<file path="src/rtl/lpddr2_req_bridge_if.sv">
// Core/LPDDR2 request bundle for lpddr2_req_bridge.
// master = core plus memory model side, slave = the bridge.
interface lpddr2_req_bridge_if #(
    parameter int ADDR_W = 27
);
    logic              core_start;
    logic              core_rd;
    logic              core_wr;
    logic [29:0]       core_addr;
    logic [31:0]       core_wdata;
    logic              abort;
    logic [31:0]       core_rdata;
    logic              core_busy;
    logic              core_done;
    logic              core_fault;
    logic [ADDR_W-1:0] lpddr2_address;
    logic [31:0]       lpddr2_write_data;
    logic [31:0]       lpddr2_read_data;
    logic              lpddr2_rreq;
    logic              lpddr2_wreq;

    modport master (
        output core_start, core_rd, core_wr, core_addr, core_wdata, abort,
        output lpddr2_read_data,
        input  core_rdata, core_busy, core_done, core_fault,
        input  lpddr2_address, lpddr2_write_data, lpddr2_rreq, lpddr2_wreq
    );

    modport slave (
        input  core_start, core_rd, core_wr, core_addr, core_wdata, abort,
        input  lpddr2_read_data,
        output core_rdata, core_busy, core_done, core_fault,
        output lpddr2_address, lpddr2_write_data, lpddr2_rreq, lpddr2_wreq
    );
endinterface

</file>
<file path="src/rtl/lpddr2_req_bridge.sv">
// Single-access sequencer from the CPU memory stage to the LPDDR2 port.
// Fixed-latency request levels, read capture, fault and abort handling.
module lpddr2_req_bridge #(
    parameter int ADDR_W = 27,
    parameter int RD_LAT = 4,
    parameter int WR_LAT = 2
) (
    input logic               clk,
    input logic               rst,
    lpddr2_req_bridge_if.slave bus
);
    localparam int LMAX = (RD_LAT > WR_LAT) ? RD_LAT : WR_LAT;
    localparam int CW   = (LMAX > 1) ? $clog2(LMAX) : 1;
    localparam logic [CW-1:0] RD_CNT = CW'(RD_LAT - 1);
    localparam logic [CW-1:0] WR_CNT = CW'(WR_LAT - 1);

    typedef enum logic [1:0] {
        IDLE,
        RD_WAIT,
        WR_WAIT,
        DONE
    } state_e;

    state_e            state_q, state_d;
    logic [CW-1:0]     cnt_q, cnt_d;
    logic [31:0]       rdata_q, rdata_d;
    logic [ADDR_W-1:0] addr_q, addr_d;
    logic [31:0]       wdata_q, wdata_d;
    logic              rreq_q, rreq_d;
    logic              wreq_q, wreq_d;
    logic              fault_q, fault_d;
    logic              addr_oob;

    // Any bit above the LPDDR2 word address makes the request a fault.
    assign addr_oob = (bus.core_addr >> ADDR_W) != '0;

    always_comb begin
        state_d = state_q;
        cnt_d   = cnt_q;
        rdata_d = rdata_q;
        addr_d  = addr_q;
        wdata_d = wdata_q;
        rreq_d  = rreq_q;
        wreq_d  = wreq_q;
        fault_d = 1'b0;
        unique case (state_q)
            IDLE: begin
                if (bus.core_start && !bus.abort) begin
                    if (bus.core_rd && bus.core_wr) begin
                        fault_d = 1'b1;
                    end else if (addr_oob) begin
                        fault_d = 1'b1;
                    end else if (!bus.core_rd && !bus.core_wr) begin
                        state_d = DONE;
                    end else if (bus.core_rd) begin
                        addr_d  = bus.core_addr[ADDR_W-1:0];
                        rreq_d  = 1'b1;
                        cnt_d   = RD_CNT;
                        state_d = RD_WAIT;
                    end else begin
                        addr_d  = bus.core_addr[ADDR_W-1:0];
                        wdata_d = bus.core_wdata;
                        wreq_d  = 1'b1;
                        cnt_d   = WR_CNT;
                        state_d = WR_WAIT;
                    end
                end
            end
            RD_WAIT: begin
                if (bus.abort) begin
                    rreq_d  = 1'b0;
                    cnt_d   = '0;
                    state_d = IDLE;
                end else if (cnt_q != '0) begin
                    cnt_d = cnt_q - 1'b1;
                end else begin
                    rdata_d = bus.lpddr2_read_data;
                    rreq_d  = 1'b0;
                    state_d = DONE;
                end
            end
            WR_WAIT: begin
                if (bus.abort) begin
                    wreq_d  = 1'b0;
                    cnt_d   = '0;
                    state_d = IDLE;
                end else if (cnt_q != '0) begin
                    cnt_d = cnt_q - 1'b1;
                end else begin
                    wreq_d  = 1'b0;
                    state_d = DONE;
                end
            end
            DONE: begin
                state_d = IDLE;
            end
            default: begin
                state_d = IDLE;
            end
        endcase
    end

    always_ff @(posedge clk or posedge rst) begin
        if (rst) begin
            state_q <= IDLE;
            cnt_q   <= '0;
            rdata_q <= '0;
            addr_q  <= '0;
            wdata_q <= '0;
            rreq_q  <= 1'b0;
            wreq_q  <= 1'b0;
            fault_q <= 1'b0;
        end else begin
            state_q <= state_d;
            cnt_q   <= cnt_d;
            rdata_q <= rdata_d;
            addr_q  <= addr_d;
            wdata_q <= wdata_d;
            rreq_q  <= rreq_d;
            wreq_q  <= wreq_d;
            fault_q <= fault_d;
        end
    end

    assign bus.core_rdata        = rdata_q;
    assign bus.core_busy         = (state_q != IDLE);
    assign bus.core_done         = (state_q == DONE);
    assign bus.core_fault        = fault_q;
    assign bus.lpddr2_address    = addr_q;
    assign bus.lpddr2_write_data = wdata_q;
    assign bus.lpddr2_rreq       = rreq_q;
    assign bus.lpddr2_wreq       = wreq_q;
endmodule

</file>
<file path="src/flat_wrapper.sv">
// flat-port wrapper written by rule: the top's interface ports become plain ports
module lpddr2_req_bridge_flat 
#(
    parameter int ADDR_W = 27,
    parameter int RD_LAT = 4,
    parameter int WR_LAT = 2
)
  (clk, rst, bus_core_start, bus_core_rd, bus_core_wr, bus_core_addr, bus_core_wdata, bus_abort, bus_lpddr2_read_data, bus_core_rdata, bus_core_busy, bus_core_done, bus_core_fault, bus_lpddr2_address, bus_lpddr2_write_data, bus_lpddr2_rreq, bus_lpddr2_wreq);
  lpddr2_req_bridge_if #(.ADDR_W(ADDR_W)) bus_i ();
  input logic clk;
  input logic rst;
  input wire logic [$bits(bus_i.core_start)-1:0] bus_core_start;
  input wire logic [$bits(bus_i.core_rd)-1:0] bus_core_rd;
  input wire logic [$bits(bus_i.core_wr)-1:0] bus_core_wr;
  input wire logic [$bits(bus_i.core_addr)-1:0] bus_core_addr;
  input wire logic [$bits(bus_i.core_wdata)-1:0] bus_core_wdata;
  input wire logic [$bits(bus_i.abort)-1:0] bus_abort;
  input wire logic [$bits(bus_i.lpddr2_read_data)-1:0] bus_lpddr2_read_data;
  output wire logic [$bits(bus_i.core_rdata)-1:0] bus_core_rdata;
  output wire logic [$bits(bus_i.core_busy)-1:0] bus_core_busy;
  output wire logic [$bits(bus_i.core_done)-1:0] bus_core_done;
  output wire logic [$bits(bus_i.core_fault)-1:0] bus_core_fault;
  output wire logic [$bits(bus_i.lpddr2_address)-1:0] bus_lpddr2_address;
  output wire logic [$bits(bus_i.lpddr2_write_data)-1:0] bus_lpddr2_write_data;
  output wire logic [$bits(bus_i.lpddr2_rreq)-1:0] bus_lpddr2_rreq;
  output wire logic [$bits(bus_i.lpddr2_wreq)-1:0] bus_lpddr2_wreq;
  assign bus_i.core_start = bus_core_start;
  assign bus_i.core_rd = bus_core_rd;
  assign bus_i.core_wr = bus_core_wr;
  assign bus_i.core_addr = bus_core_addr;
  assign bus_i.core_wdata = bus_core_wdata;
  assign bus_i.abort = bus_abort;
  assign bus_i.lpddr2_read_data = bus_lpddr2_read_data;
  assign bus_core_rdata = bus_i.core_rdata;
  assign bus_core_busy = bus_i.core_busy;
  assign bus_core_done = bus_i.core_done;
  assign bus_core_fault = bus_i.core_fault;
  assign bus_lpddr2_address = bus_i.lpddr2_address;
  assign bus_lpddr2_write_data = bus_i.lpddr2_write_data;
  assign bus_lpddr2_rreq = bus_i.lpddr2_rreq;
  assign bus_lpddr2_wreq = bus_i.lpddr2_wreq;
  lpddr2_req_bridge #(.ADDR_W(ADDR_W), .RD_LAT(RD_LAT), .WR_LAT(WR_LAT)) u_core (.clk(clk), .rst(rst), .bus(bus_i));
endmodule
</file>
<file path="config.mk">
export PLATFORM = sky130hd
export DESIGN_NAME = lpddr2_req_bridge_flat
export DESIGN_NICKNAME = d
export VERILOG_FILES = /design/src/rtl/lpddr2_req_bridge_if.sv /design/src/rtl/lpddr2_req_bridge.sv /design/src/flat_wrapper.sv
export SDC_FILE = /design/constraint.sdc
export NUM_CORES = 1
export LEC_CHECK = 0
export CAP_MARGIN = 20
export CORE_MARGIN = 2
export CORE_UTILIZATION = 45
export CTS_BUF_LIST = sky130_fd_sc_hd__clkbuf_4
export CTS_CLUSTER_DIAMETER = 60
export CTS_CLUSTER_SIZE = 20
export DETAILED_ROUTE_END_ITERATION = 10
export GPL_TIMING_DRIVEN = 1
export PLACE_DENSITY = 0.88
export RECOVER_POWER = 50
export SYNTH_ARGS = -nofsm -noshare
export SYNTH_HDL_FRONTEND = slang
export SYNTH_SLANG_ARGS = --single-unit
export TNS_END_PERCENT = 100
</file>
<file path="constraint.sdc">
create_clock -name clk -period 5.4 [get_ports clk]
set_input_delay 1.35 -clock clk [delete_from_list [all_inputs] [get_ports clk]]
set_output_delay 1.35 -clock clk [all_outputs]
set_load 0.005 [all_outputs]
</file>
**Run 1: the metal 1 layer**

Scale bar: 20 µm.
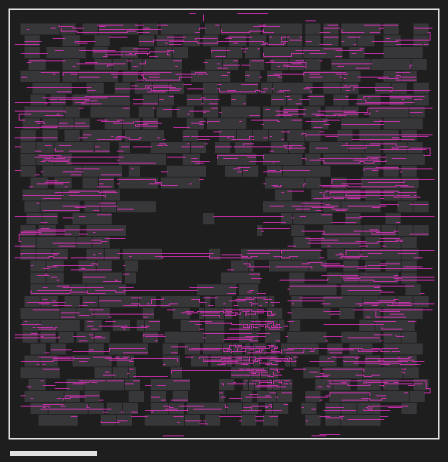
wire length on this layer: 3810 µm
longest straight run: 29.0 µm
main direction: horizontal
nets with wire on the layer: 479
met1 usage: 0.242
final WL: 9.65 mm
vias after detailed routing: 2829

**Run 1: layout detail**

Scale bar: 5 µm. Window x 64 to 84, y 64 to 84 µm. Cells in grey, sequential cells in the stronger grey; small squares are vias.
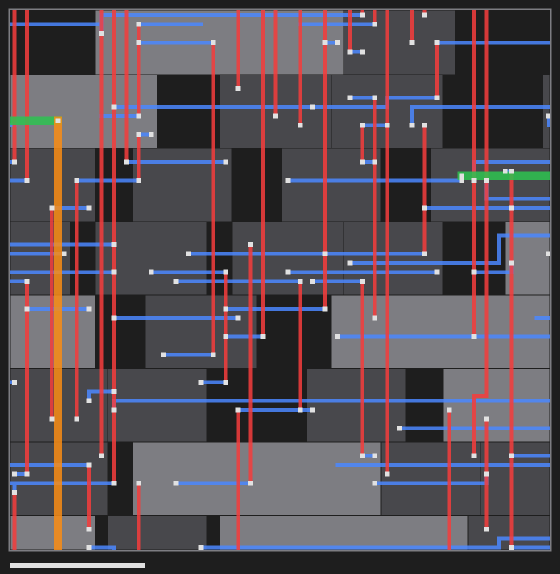
legend:
  metal 1:
    colour: blue
  metal 2:
    colour: red
  metal 3:
    colour: green
  metal 4:
    colour: orange
netlist names of flops here include: u_core.bus.core_rdata (2), u_core.bus.lpddr2_address (2)
most frequent: clkdlybuf4s50_1 (10), mux2_2 (7), dfrtp_1 (4)
cells with their middle in the window: 22
sequential cells in the window: 4

==> results.toml, run 1 <==
# yosys + openroad results
[run_status]
outcome = "finished with violations"
violations = "max-capacitance violations, max-slew violations"

[worst_hold_path]
worstHoldPathType = "reg2reg"

[power]
power_frac_seq = 0.417
power.leakage_nw = 2.89
p_int_mw = 1.92

[global_routing]
grt_pass1_vias = 3000
antenna_found_initial = 0
grt_pass1_wl_mm = 15.5
grt.total_usage = 0.204

[floorplanning]
die_w_um = 98.2
die_height_um = 98.2
die-area_mm2 = 0.00964

[timing]
tns_ns = 0
fmax_mhz = 279
hold_violations = 0
slew_viol_final = 99
setup_viol = 0
tightest_slew_ns = 2.81
rsz0062_at_grt = "false"

[yosys]
synth_flop_count = 98
ys_area_mm2 = 0.00399
ys_sh_xor = 0
top_area_frac = 0.614
ys_seq_share = 0.614
synthSimpleGateAreaFrac = 0.0257
syn-instance-count = 254
syn_area_per_cell_um2 = 15.7
synthAoiAreaFrac = 0.0216
ys_sh_adder = 0.0313
synthArstFlopShare = 1.00
mux_area_frac = 0.281
yosysWarnings = 0

[route]
drtIter0Drc = 59
viasPerCell = 4.99
drc = 0

[run]
warning_count = 33
max_cap_viol_count = 2

[setup_path]
cp.arrival_ns = 4.16
critPathMaxFanout = 65
r2r-start = "u_core.state_q[1]"
critPathKind = "in2async"
end_kind = "async pin"

[clocking]
htreeDepth = 3
post_cts_buffers = 0
hold_buffers = 0
clock_sinks = 98
cts.repair.resized = 0

[place]
port_buffers = 195

[layout]
drive_above_1_share = 0.248
**Run 1: congestion heat map**

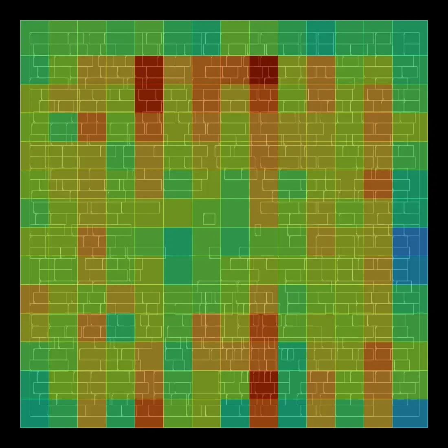
grt met3 use: 0.0644
GRT Max-Usage Layer: met2
Final Core Density: 0.716

## run 1: cell families after synthesis
| group | Yosys count |
|---|---|
| mux | 98 |
| flops | 98 |
| buf+inv | 21 |
| simple gates | 14 |
| compound gates | 13 |
| fa+ha+maj | 10 |
## run 1: cell usage in the layout, fill, tap and decap left out, drive strengths merged
master	instances
clkdlybuf4s50	180
ha	10
a311o	1
nor4	1
nand2	2
o22ai	1
nand3	1
bufinv	3
nor2	5
inv	13
nor3	1
dfrtp	98
o31ai	1
clkinv	1
clkinvlp	1
nand4b	1
nand4	1
buf	2
nand2b	1
mux2i	3
clkbuf	11
o211ai	1
a21oi	1
dlygate4sd3	15
and2b	1
mux2	95
a2111oi	1
a211oi	1
a211o	1
o21ai	5
## run 1: sequential cells by signal, indices dropped and copies added, names as in the netlist
signal / flops
u_core.bus.core_rdata: 32
u_core.bus.lpddr2_write_data: 32
u_core.bus.core_fault: 1
u_core.bus.lpddr2_address: 27
u_core.state_q: 2
u_core.bus.lpddr2_wreq: 1
u_core.bus.lpddr2_rreq: 1
u_core.cnt_q: 2
## run 1: final timing paths
check | slack [ns] | to | cells after the start
min reg2reg | 0.52 | u_core.bus.lpddr2_address[1] | 1
max reg2reg | 2.82 | u_core.bus.core_rdata[6] | 5
min | 0.52 | u_core.bus.lpddr2_address[1] | 1
min in group asynchronous | 2.13 | u_core.bus.lpddr2_write_data[24] | 2
max in group clk | 1.93 | u_core.bus.core_rdata[6] | 5
max | 1.82 | u_core.bus.core_rdata[31] | 3
## run 1: power by group through the flow
| stage | Sequential (mW) | Clock [mW] | Combinational [mW] |
|---|---|---|---|
| after floorplan | 1.12 | 0 | 0.411 |
| after global placement | 1.10 | 0 | 1.04 |
| after detailed placement | 1.12 | 0 | 1.07 |
| after CTS | 1.10 | 0.500 | 1.08 |
| after global routing | 1.13 | 0.533 | 1.13 |
| final | 1.10 | 0.485 | 1.05 |
## run 1: layer usage
layer	track usage	share of wire	up-vias
met5	0	0	-
met4	0.0717	0.016	0
met3	0.0644	0.078	11
met2	0.352	0.51	134
met1	0.242	0.39	1390
li1	-	-	1294
## run 1: worst max-delay path: stages
cell and delay (ns):
dlygate4sd3_1 0.54, clkinvlp_2 1.59, buf_4 0.62
## run 1: metrics by stage
stage | hold slack (ns) | total power [mW] | std cells | worst slack, ns | cell area (µm²)
final | 0.516 | 2.63 | 567 | 1.82 | 6210
after global placement | 0.478 | 2.14 | 551 | 2.07 | 6050
after CTS | 0.525 | 2.68 | 567 | 2.22 | 6230
after global routing | 0.532 | 2.79 | 567 | 1.30 | 6210
after detailed placement | 0.492 | 2.19 | 551 | 1.97 | 6050
after floorplan | 0.479 | 1.53 | 254 | 1.49 | 3990
## run 1: area by class of cell
| cell class | instances | area (µm²) |
|---|---|---|
| clock inverter | 6 | 113 |
| clock buffer | 10 | 75.1 |
| sequential | 98 | 2450 |
| inverter | 12 | 46.3 |
| fill | 604 | 2470 |
| timing repair buffer | 198 | 1970 |
| multi-input combinational | 135 | 1420 |
| tap | 108 | 135 |
**Run 1: wiring heat map**

20 x 20 tiles, from white (low) to dark blue (high), scaled to the fullest tile. Values are wire area over tile area, all layers added.
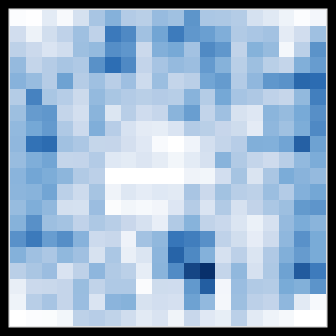

==> run 2, diff against run 1 <==
- CORE_UTILIZATION: 45 -> 38
- PLACE_DENSITY: 0.88 -> 0.79
- clock period: 5.4 -> 3.15 ns (I/O delays scaled with it)
**Run 2: wiring heat map**

21 x 21 tiles, from white (low) to dark blue (high), scaled to the fullest tile. Values are wire area over tile area, all layers added.
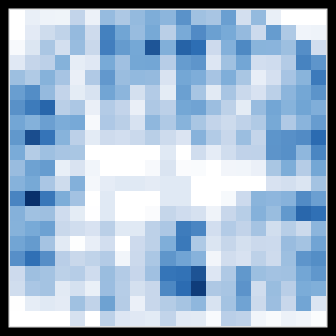
emptiest ninth of the die: middle
densest ninth of the die: top middle
tiles over half the peak: 22%
fullest tile: 0.42
Overall Global Routing Usage: 0.167
vias after detailed routing: 2778
Routed WL per cell: 15.6 µm

==> run 2 against run 1 <==
- the flow still finishes with violations (max-capacitance violations, max-slew violations)
- sequential share of layout area up 0.22 points
- via count down 1.8%
- critical path type is now in2reg
- sequential power up 71%
- largest power group unchanged
- combinational power up 72%
==> results.toml, run 2 <==
# yosys + openroad results
[run_status]
outcome = "finished with violations"
violations = "max-capacitance violations, max-slew violations"

[global_routing]
grt.busiest_layer = "met2"
antenna_found_initial = 0
grtUsageMet2 = 0.277
grt_pass1_wl_mm = 14.8
grt_overflow = 0
grt_util_met3 = 0.0693
grt_pass1_vias = 3012
use_met1 = 0.195

[layout]
fillers = 836
area_growth_pct = 54.8
lay_top_cells = "clkdlybuf4s50_1 (192), dfrtp_1 (98), mux2_2 (87)"
layout.nets = 565
drive_above_1_share = 0.248
layout_top_cell = "clkdlybuf4s50_1"
fin_util = 0.601
final_cells = 596

[clocking]
cts_buffers = 9
post_cts_buffers = 0
path_clk_slew_ns = 0.14
root_buffer = "clkbuf_4"
clock_sinks = 98
cts.repair.resized = 0
hold_buffers = 0
htreeDepth = 3
worst_skew_pair.late_latency_ns = 0.44
cts_tree = "done"

[yosys]
enable_flop_cells = 0
synthArstFlopShare = 1.00
yosysWarnings = 0
ys_area_mm2 = 0.00399
syn_area_per_cell_um2 = 15.7
top_cells_by_area = "dfrtp_1 (61%), mux2_2 (25%), ha_1 (3.1%)"
top_area_frac = 0.614
ys_seq_share = 0.614
syn-cell-area_mm2 = 0.00399
synth_flop_count = 98
top_cell = "dfrtp_1"
syn-instance-count = 254
synth_top_flop_cell = "dfrtp_1"

[timing]
tightest_slew_ns = 1.88
setup_viol = 0
slew_viol_final = 36
slew_headroom = -0.256
holdWs_ns = 0.517
fmax_mhz = 374
tns_ns = 0
clock_skew_ns = 0.0179
period_needed_ns = 2.67
hold_violations = 0
rsz0062_at_grt = "false"

[setup_path]
r2r-end = "u_core.bus.lpddr2_write_data[24]"
cp.required_ns = 3.48
slowest_stage = "nand4b_4"
r2r-start = "u_core.state_q[0]"
cp_top_family = "simple AND/OR/NAND/NOR gates"
critPathMaxFanout = 27
crit_cells = 5
critPathKind = "in2reg"
startpoint = "bus_core_rd"
crit_path_start_kind = "primary input"
end_kind = "flop"
cp-endpoint = "u_core.bus.lpddr2_address[6]"
cp.arrival_ns = 3.00
critPathMaxStageDelay_ns = 0.58
path_buffers = 1
crit_chain = "clkdlybuf4s50_1 -> ha_1 -> nor4_1 -> nand4b_4 -> mux2_4"
reg2regPathDepth = 7
reg2reg_slack_ns = 0.82

[route]
ant_nets = 0
drc = 0
drtIter0Drc = 62
wl_mm = 9.30
viasPerCell = 4.66

[worst_hold_path]
worstHoldPathType = "reg2reg"

[floorplanning]
fp_util = 0.388
die_height_um = 106
die-area_mm2 = 0.0113
coreArea_mm2 = 0.0103
die_w_um = 106
io_pins = 196

[run]
warning_count = 33
max_cap_viol_count = 2

[place]
port_buffers = 195
dp_cells = 580

[power]
total_power_mw = 4.28
power.leakage_nw = 2.84
[run 2: cell counts after synthesis]
No cell type changed its count.
[run 2: layout make-up]
cell class	count	area [µm²]	share of cell area
flip-flops and latches	98	2450	0.397
clock inverters	6	41.3	0.00668
inverters	12	48.8	0.00790
multi-input cells	135	1420	0.230
well taps	136	170	0.0275
repair buffers	199	1970	0.319
clock buffers	10	75.1	0.0122
[run 2: metrics by stage]
stage	worst slack [ns]	instance area (µm²)
global route	0.273	6180
floorplan	1.11	4000
CTS	0.513	6220
global placement	0.357	6100
detailed placement	0.302	6100
finish	0.480	6180
[run 2: worst min-delay path by stage]
| stage | startpoint | end | slack [ns] | cells after the start |
|---|---|---|---|---|
| detailed placement | u_core.bus.lpddr2_write_data[7] | u_core.bus.lpddr2_write_data[7] | 0.49 | 1 |
| finish | u_core.bus.lpddr2_write_data[18] | u_core.bus.lpddr2_write_data[18] | 0.52 | 1 |
| floorplan | u_core.cnt_q[1] | u_core.cnt_q[1] | 0.48 | 1 |
| global placement | u_core.bus.lpddr2_write_data[24] | u_core.bus.lpddr2_write_data[24] | 0.48 | 1 |
| CTS | u_core.bus.lpddr2_write_data[28] | u_core.bus.lpddr2_write_data[28] | 0.52 | 1 |
| global route | u_core.bus.lpddr2_write_data[18] | u_core.bus.lpddr2_write_data[18] | 0.53 | 1 |
[run 2: kinds of logic after synthesis]
logic type / after synthesis / share of synthesized area
and+or+nand+nor: 14 / 0.0257
adders and majority gates: 10 / 0.0313
muxes: 98 / 0.281
DFF: 98 / 0.614
buffers and inverters: 21 / 0.0257
AOI/OAI and AO/OA: 13 / 0.0216
[run 2: report_power, final]
group	switching, mW	internal (mW)	total [mW]
Combinational	0.581	1.23	1.81
Clock	0.417	0.175	0.592
Sequential	0.208	1.67	1.88
[run 2: layer usage]
| metal | routed length [µm] | vias up | part of all wire |
|---|---|---|---|
| met5 | 0 | - | 0 |
| met4 | 144 | 0 | 0.015 |
| met3 | 936 | 12 | 0.10 |
| met2 | 4590 | 126 | 0.49 |
| met1 | 3630 | 1340 | 0.39 |
| li1 | - | 1300 | - |
**Run 2: congestion heat map**

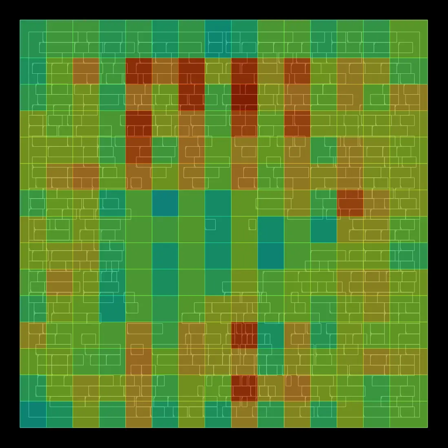

==> run 3, diff against run 2 <==
- clock period: 3.15 -> 2.3 ns (I/O delays scaled with it)
**Run 3: congestion heat map**

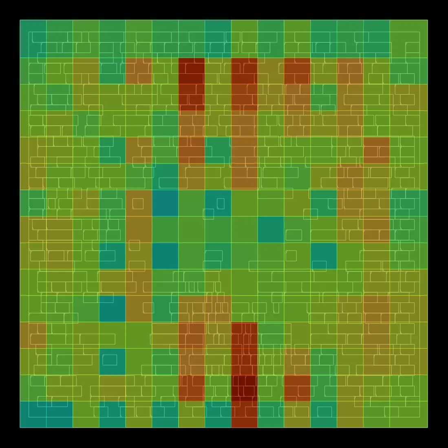
Routed WL per cell: 15.6 µm
Final Core Density: 0.626
Overall Global Routing Usage: 0.172
GR Layer Usage met2: 0.291

==> run 3 against run 2 <==
- the flow now finishes without violations
- non-clock buffer count rose by 16
- die area is the same
- register-to-register slack got worse by 0.66 ns
- first-iteration DRC count increased by 84%
- worst hold slack got worse by 0.0034 ns
- critical endpoint is now u_core.bus.lpddr2_write_data[24]
==> results.toml, run 3 <==
# yosys + openroad results
[clocking]
worst_skew_pair.late_latency_ns = 0.43
clock_sinks = 98
path_clk_slew_ns = 0.15
root_buffer = "clkbuf_4"
cts_buffers = 9
cts_tree = "done"
htreeDepth = 3

[timing]
clock_skew_ns = 0.0309
hold_violations = 0
holdWs_ns = 0.513
slew_headroom = 0.387
rsz0062_at_grt = "false"
tightest_slew_ns = 0.915
setup_viol = 0
slew_viol_final = 0
period_needed_ns = 2.14

[place]
placed_cell_area_mm2 = 0.00624
port_buffers = 195

[setup_path]
cp.required_ns = 2.61
crit_path_start_kind = "flop"
critPathKind = "reg2reg"
cp.arrival_ns = 2.45
end_kind = "flop"
critPathMaxFanout = 32

[global_routing]
antenna_found_initial = 0
grt_pass1_wl_mm = 15.3

[yosys]
ys_seq_share = 0.614
top_cells_by_area = "dfrtp_1 (61%), mux2_2 (25%), ha_1 (3.1%)"
enable_flop_cells = 0
syn-instance-count = 254
syn-cell-area_mm2 = 0.00399
synth_top_flop_cell = "dfrtp_1"
syn_area_per_cell_um2 = 15.7
yosysWarnings = 0
synthArstFlopShare = 1.00
top_area_frac = 0.614

[floorplanning]
die_w_um = 106
die-area_mm2 = 0.0113
io_pins = 196
die_height_um = 106
coreArea_mm2 = 0.0103

[route]
drc = 0
num_vias = 2887
drtIter0Drc = 114
viasPerCell = 4.72
ant_nets = 0
wl_mm = 9.55

[layout]
drive_above_1_share = 0.286
layout.nets = 581
final_area_mm2 = 0.00643
layout_top_cell = "clkdlybuf4s50_1"
lay_top_cells = "clkdlybuf4s50_1 (178), dfrtp_1 (98), mux2_2 (88)"
area_growth_pct = 61.1

[worst_hold_path]
worstHoldPathType = "reg2reg"

[run]
warning_count = 33
max_cap_viol_count = 0

[run_status]
outcome = "finished clean"

[power]
power.leakage_nw = 3.01
==> run 3: cell type report <==
cell class	instances	area, µm²
multi-input cells	135	1450
well taps	136	170
clock buffers	10	75.1
clock inverters	6	98.8
fillers	817	3850
repair buffers	215	2140
flip-flops and latches	98	2450
inverters	12	46.3
==> run 3: cell families (layout without fill, tap and decap cells) <==
group           Yosys count  count (layout)  share of synthesized area
simple gates             14              14                     0.0257
flops                    98              98                      0.614
buf+inv                  21             243                     0.0257
fa+ha+maj                10              10                     0.0313
compound gates           13              13                     0.0216
mux                      98              98                      0.281
==> run 3: worst max-delay path, stage by stage (launching register included) <==
cell and delay (ns):
dfrtp_1 0.42, buf_4 0.14, inv_2 0.10, ha_1 0.34, inv_1 0.12, nor2_1 0.14
nand4_1 0.20, buf_12 0.23, mux2_1 0.32
==> run 3: stage by stage <==
stage	TNS [ns]	std cells	setup slack (ns)	power [mW]
after floorplan	0	254	0.474	3.60
after global placement	-0.743	592	-0.129	5.08
after detailed placement	-2.63	592	-0.208	5.19
after CTS	0	610	0.00178	6.32
after global routing	0	612	0.0141	6.62
final	0	612	0.159	6.22
==> run 3: worst paths after layout <==
| check | start | endpoint | slack, ns | cells after the start |
|---|---|---|---|---|
| setup / recovery | u_core.state_q[0] | u_core.bus.lpddr2_write_data[24] | 0.16 | 8 |
| hold / removal | u_core.bus.lpddr2_write_data[24] | u_core.bus.lpddr2_write_data[24] | 0.51 | 1 |
| setup reg to reg | u_core.state_q[0] | u_core.bus.lpddr2_write_data[24] | 0.16 | 8 |
| hold reg to reg | u_core.bus.lpddr2_write_data[24] | u_core.bus.lpddr2_write_data[24] | 0.51 | 1 |
| max in group asynchronous | rst | u_core.bus.lpddr2_address[12] | 0.46 | 3 |
| min in group asynchronous | rst | u_core.bus.lpddr2_write_data[2] | 0.73 | 2 |
==> run 3: metal layers <==
metal	global-route usage	routed length, µm	vias to the layer above
met5	0	0	-
met4	0.0566	110	0
met3	0.0533	800	10
met2	0.291	4870	126
met1	0.210	3770	1424
li1	-	-	1327
==> run 3: repair_timing <==
| item | 4_1_cts | 5_1_grt |
|---|---|---|
| hold buffers | 0 | 0 |
| buffers inserted | 2 | 2 |
| pin swaps | 1 | 0 |
| resized | 2 | 4 |
| cloned | 0 | 0 |
| hold endpoints to repair | 0 | 0 |
| setup endpoints to repair | 1 | 2 |
==> run 3: power by group <==
| part | leakage [nW] | internal [mW] | switching, mW |
|---|---|---|---|
| registers | 1.27 | 2.29 | 0.278 |
| clock network | 0.0906 | 0.471 | 0.588 |
| logic | 1.65 | 1.75 | 0.847 |
| total | 3.01 | 4.50 | 1.71 |
Power is estimated from default activity; no workload was simulated.
